**config.mk**
```make
export PLATFORM = sky130hd
export DESIGN_NAME = display_frame_serializer
export DESIGN_NICKNAME = d
export VERILOG_FILES = /design/src/rtl/display_pkg.sv /design/src/rtl/display_frame_serializer_down_counter.sv /design/src/rtl/display_frame_serializer.sv
export SDC_FILE = /design/constraint.sdc
export NUM_CORES = 1
export LEC_CHECK = 0
export CORE_ASPECT_RATIO = 0.9
export CORE_MARGIN = 3
export CORE_UTILIZATION = 50
export CTS_CLUSTER_DIAMETER = 200
export DETAILED_ROUTE_END_ITERATION = 10
export PLACE_DENSITY = 0.74
export SLEW_MARGIN = 25
export SYNTH_ARGS = -nofsm -noshare
export SYNTH_HDL_FRONTEND = slang
export SYNTH_HIERARCHICAL = 1
export SYNTH_SLANG_ARGS = --single-unit
export TNS_END_PERCENT = 10
```
**constraint.sdc**
```tcl
create_clock -name clk -period 3.13 [get_ports clk]
set_clock_uncertainty 0.2 [all_clocks]
set_input_delay 0.626 -clock clk [delete_from_list [all_inputs] [get_ports clk]]
set_output_delay 0.626 -clock clk [all_outputs]
set_load 0.03 [all_outputs]
```
**src/rtl/display_pkg.sv**
```systemverilog
// Shared types and constants for the seven-segment display serializer.
package display_pkg;

    localparam int unsigned DISPLAY_DIGITS = 26;
    localparam int unsigned SEG_BITS       = 8;

    typedef enum logic [1:0] {
        IDLE  = 2'd0,
        SHIFT = 2'd1,
        LATCH = 2'd2
    } e_SerState;

endpackage

```
**src/rtl/display_frame_serializer_down_counter.sv**
```systemverilog
// DownCounter: loadable down counter that saturates at zero; o_last_c flags the terminal count.
module DownCounter #(
    parameter int unsigned     WIDTH     = 3,
    parameter logic [WIDTH-1:0] RESET_VAL = '0
) (
    input  logic             i_clk,
    input  logic             i_rst,
    input  logic             i_load,
    input  logic             i_dec,
    input  logic [WIDTH-1:0] i_load_val,
    output logic             o_last_c
);

    logic [WIDTH-1:0] r_count;

    // Load wins over decrement; decrement stops at zero.
    always_ff @(posedge i_clk or posedge i_rst) begin
        if (i_rst) begin
            r_count <= RESET_VAL;
        end else if (i_load) begin
            r_count <= i_load_val;
        end else if (i_dec && (r_count != '0)) begin
            r_count <= r_count - WIDTH'(1);
        end
    end

    assign o_last_c = (r_count == '0);

endmodule

```
**src/rtl/display_frame_serializer.sv**
```systemverilog
// Bit-serial source for the segment display shift chain with a per-frame latch pulse.
// Build option DISPLAY_SER_LSB_FIRST_EN sends each byte LSB first (default MSB first).
module display_frame_serializer
    import display_pkg::*;
#(
    parameter int unsigned BYTES_PER_FRAME = DISPLAY_DIGITS,
    parameter int unsigned BYTE_WIDTH      = SEG_BITS
) (
    input  logic                  clk,
    input  logic                  rst,
    input  logic [BYTE_WIDTH-1:0] in_data,
    input  logic                  in_valid,
    output logic                  in_ready,
    output logic                  ser_out,
    output logic                  shift_en,
    output logic                  latch,
    output logic                  busy,
    output logic                  frame_done
);

    localparam int unsigned BYTE_CNT_W = $clog2(BYTES_PER_FRAME);
    localparam int unsigned BIT_CNT_W  = (BYTE_WIDTH > 1) ? $clog2(BYTE_WIDTH) : 1;
    localparam logic [BYTE_CNT_W-1:0] LAST_BYTE = BYTE_CNT_W'(BYTES_PER_FRAME - 1);
    localparam logic [BIT_CNT_W-1:0]  BIT_LOAD  = BIT_CNT_W'(BYTE_WIDTH - 1);

    e_SerState             r_state;
    e_SerState             w_state_nxt;
    logic [BYTE_CNT_W-1:0] r_byte_cnt;
    logic [BYTE_CNT_W-1:0] w_byte_cnt_nxt;
    logic [BYTE_WIDTH-1:0] r_shreg;
    logic [BYTE_WIDTH-1:0] w_shreg_nxt;
    logic                  r_ser_out;
    logic                  w_ser_out_nxt;
    logic                  r_shift_en;
    logic                  w_shift_en_nxt;
    logic                  r_latch;
    logic                  r_frame_done;
    logic                  w_latch_nxt;

    logic                  w_in_ready;
    logic                  w_accept;
    logic                  w_bit_last;
    logic                  w_bit_load;
    logic                  w_bit_dec;
    logic [BYTE_WIDTH-1:0] w_src;
    logic                  w_head;
    logic [BYTE_WIDTH-1:0] w_rest;

    DownCounter #(
        .WIDTH     (BIT_CNT_W),
        .RESET_VAL (BIT_LOAD)
    ) u_bit_cnt (
        .i_clk      (clk),
        .i_rst      (rst),
        .i_load     (w_bit_load),
        .i_dec      (w_bit_dec),
        .i_load_val (BIT_LOAD),
        .o_last_c   (w_bit_last)
    );

    // Ready in IDLE, or on the final bit of a non-final byte so bytes chain without a bubble.
    always_comb begin
        w_in_ready = 1'b0;
        case (r_state)
            IDLE:    w_in_ready = 1'b1;
            SHIFT:   w_in_ready = w_bit_last && (r_byte_cnt != LAST_BYTE);
            default: w_in_ready = 1'b0;
        endcase
    end

    assign w_accept = in_valid && w_in_ready;

    // A fresh byte is taken straight from the input so its first bit leaves one cycle after accept.
    assign w_src = w_accept ? in_data : r_shreg;
`ifdef DISPLAY_SER_LSB_FIRST_EN
    assign w_head = w_src[0];
    assign w_rest = w_src >> 1;
`else
    assign w_head = w_src[BYTE_WIDTH-1];
    assign w_rest = w_src << 1;
`endif

    always_ff @(posedge clk or posedge rst) begin
        if (rst) begin
            r_state      <= IDLE;
            r_byte_cnt   <= '0;
            r_shreg      <= '0;
            r_ser_out    <= 1'b0;
            r_shift_en   <= 1'b0;
            r_latch      <= 1'b0;
            r_frame_done <= 1'b0;
        end else begin
            r_state      <= w_state_nxt;
            r_byte_cnt   <= w_byte_cnt_nxt;
            r_shreg      <= w_shreg_nxt;
            r_ser_out    <= w_ser_out_nxt;
            r_shift_en   <= w_shift_en_nxt;
            r_latch      <= w_latch_nxt;
            r_frame_done <= w_latch_nxt;
        end
    end

    always_comb begin
        w_state_nxt    = r_state;
        w_byte_cnt_nxt = r_byte_cnt;
        w_shreg_nxt    = r_shreg;
        w_ser_out_nxt  = 1'b0;
        w_shift_en_nxt = 1'b0;
        w_latch_nxt    = 1'b0;
        w_bit_load     = 1'b0;
        w_bit_dec      = 1'b0;
        case (r_state)
            IDLE: begin
                if (w_accept) begin
                    w_state_nxt    = SHIFT;
                    w_ser_out_nxt  = w_head;
                    w_shreg_nxt    = w_rest;
                    w_shift_en_nxt = 1'b1;
                    w_bit_load     = 1'b1;
                end
            end
            SHIFT: begin
                if (!w_bit_last) begin
                    w_ser_out_nxt  = w_head;
                    w_shreg_nxt    = w_rest;
                    w_shift_en_nxt = 1'b1;
                    w_bit_dec      = 1'b1;
                end else if (r_byte_cnt == LAST_BYTE) begin
                    w_state_nxt = LATCH;
                    w_latch_nxt = 1'b1;
                    w_bit_load  = 1'b1;
                end else if (w_accept) begin
                    w_byte_cnt_nxt = r_byte_cnt + BYTE_CNT_W'(1);
                    w_ser_out_nxt  = w_head;
                    w_shreg_nxt    = w_rest;
                    w_shift_en_nxt = 1'b1;
                    w_bit_load     = 1'b1;
                end else begin
                    w_state_nxt    = IDLE;
                    w_byte_cnt_nxt = r_byte_cnt + BYTE_CNT_W'(1);
                    w_bit_load     = 1'b1;
                end
            end
            LATCH: begin
                w_state_nxt    = IDLE;
                w_byte_cnt_nxt = '0;
            end
            default: begin
                w_state_nxt = IDLE;
            end
        endcase
    end

    assign in_ready   = w_in_ready;
    assign ser_out    = r_ser_out;
    assign shift_en   = r_shift_en;
    assign latch      = r_latch;
    assign frame_done = r_frame_done;
    assign busy       = (r_state != IDLE);

endmodule

```
sizes.png
Drawn at 8 px/um.
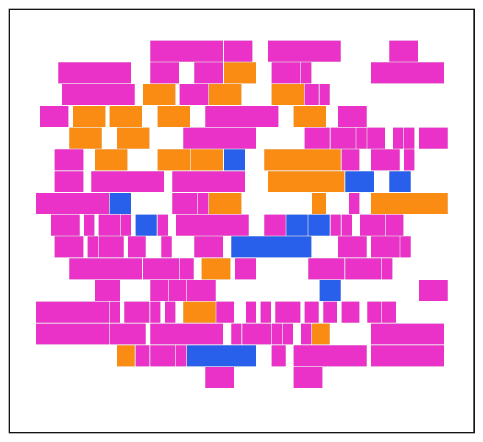
- magenta: _0 and _1 cells (cells 99; most used dfrtp_1)
- orange: _2 cells (cells 22; most used mux2_2)
- blue: _3 and _4 cells (cells 10; most used buf_4)

wires.png
Drawn at 8 px/um. Only two layers are drawn.
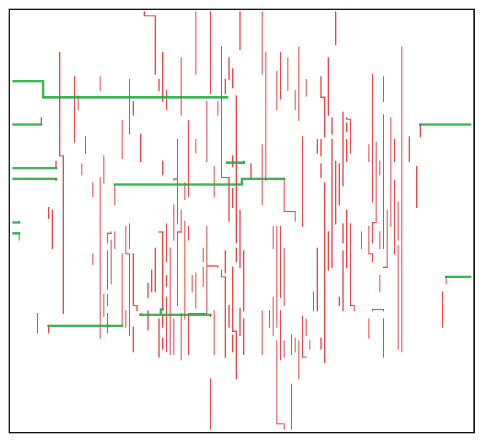
- green: metal 3 (wire length 96.1 um)
- red: metal 2 (wire length 985 um)
total via count in the routed design: 864
GRT Overall Usage: 15.9%

[power breakdown]
group | leakage (uW) | switching [uW] | total [uW] | internal (uW)
combinational | 0.000383 | 338 | 741 | 403
sequential | 0.000257 | 94.9 | 490 | 395
clock | 0.0000177 | 82.2 | 130 | 47.7
total | 0.000658 | 515 | 1360 | 846
[worst paths after layout]
path	from	endpoint	slack [ns]	cells after the start
min in group asynchronous	rst	u_bit_cnt/r_count[0]	0.49	2
setup / recovery	u_bit_cnt/r_count[0]	in_ready	0.25	6
max in group asynchronous	rst	r_shreg[0]	1.73	2
hold / removal	r_shreg[0]	r_shreg[0]	0.30	2
setup reg to reg	u_bit_cnt/r_count[0]	r_shreg[5]	0.65	8
hold reg to reg	r_shreg[0]	r_shreg[0]	0.30	2
==> results_dict.tcl <==
# place-and-route summary
set metrics [dict create \
    status "completed" \
    layout.sequential_cells 21 \
    final_layout_size_suffix_gt1_share_pct 24.4 \
    worst-slew-pin-transition_ns 0.712 \
    seq-cell-share_pct 36.8 \
    synth.lib_cells_used.distinct 37 \
    hp-class "register to register" \
    dieArea_sq_mm 0.00306 \
    nMultiInputCombCells 76 \
    initial_antenna_violation_count 0 \
    first_pass_grt_wire_length_mm 3.65 \
    worstSetupEndpointType "output port" \
    comb_area_share_pct 43.0 \
    fa_ha_area_share_pct 4.12 \
    clock_h_tree_levels 1 \
    crit_required_ns 2.30 \
    cp_slowest_cell "sky130_fd_sc_hd__clkdlybuf4s50_1" \
    initial_core_util_pct 54.1 \
    enable_flop_cells 0 \
    final_net_count 147 \
    drt-met1-wl_mm 1.09 \
    period_minus_slack_ns 2.88 \
    synth.ff_latch_count 21 \
    synth.cell_area_sq_mm 0.00121 \
    globalRouteMet1Util_pct 20.3 \
    fin_cells 158 \
    routabilityCongestion 0.832 \
    crit_path_max_incr_delay_ns 0.59 \
    tritoncts_sinks 21 \
    route.final.wire_length_mm 2.18 \
    post_synth.cell_area_avg_sq_um 10.9 \
    synth_seq_share_pct 43.6 \
    met3_length_um 96 \
    first_drt_pass_iteration_count 4 \
    bufAreaShareNonClock_pct 13.2 \
    ys_top_cells_by_area "sky130_fd_sc_hd__dfrtp_1, sky130_fd_sc_hd__mux2_2, sky130_fd_sc_hd__dfstp_2" \
    hold_slack_ns 0.300 \
    postCtsResizedCells 0 \
    cts_tree "done" \
    crit_chain "inv_1 > ha_1 > ha_1 > a21oi_1 > nor2_1 > clkdlybuf4s50_1" \
    slew_headroom_pct 52.5 \
    synth_warnings 6 \
    crit_family "buffers and inverters" \
    met2_length_um 985 \
    warnings 27 \
    layout.area.comb_sq_um 618 \
    synthSimpleGateAreaFrac_pct 17.3 \
    totalPowerFinal_uw 1360 \
    synth_stat.cells 111 \
    final_hold_viol_count 0 \
    largest_area_cell "sky130_fd_sc_hd__dfrtp_1" \
    synth.most_common_cell "sky130_fd_sc_hd__dfrtp_1" \
    cell_area_reported_after_detailed_placement_sq_mm 0.00141 \
    powerDensity_mw_per_mm2 947 \
    grt_setup_unrepaired "no" \
    layout.cells.most_common "sky130_fd_sc_hd__dfrtp_1" \
    layout.clock_buffers 3 \
    most_used_flip_flop_cell_after_synthesis "sky130_fd_sc_hd__dfrtp_1" \
    setup-tns-final_ns 0 \
]
No activity file was given, so power comes from the tool's default toggle rates.
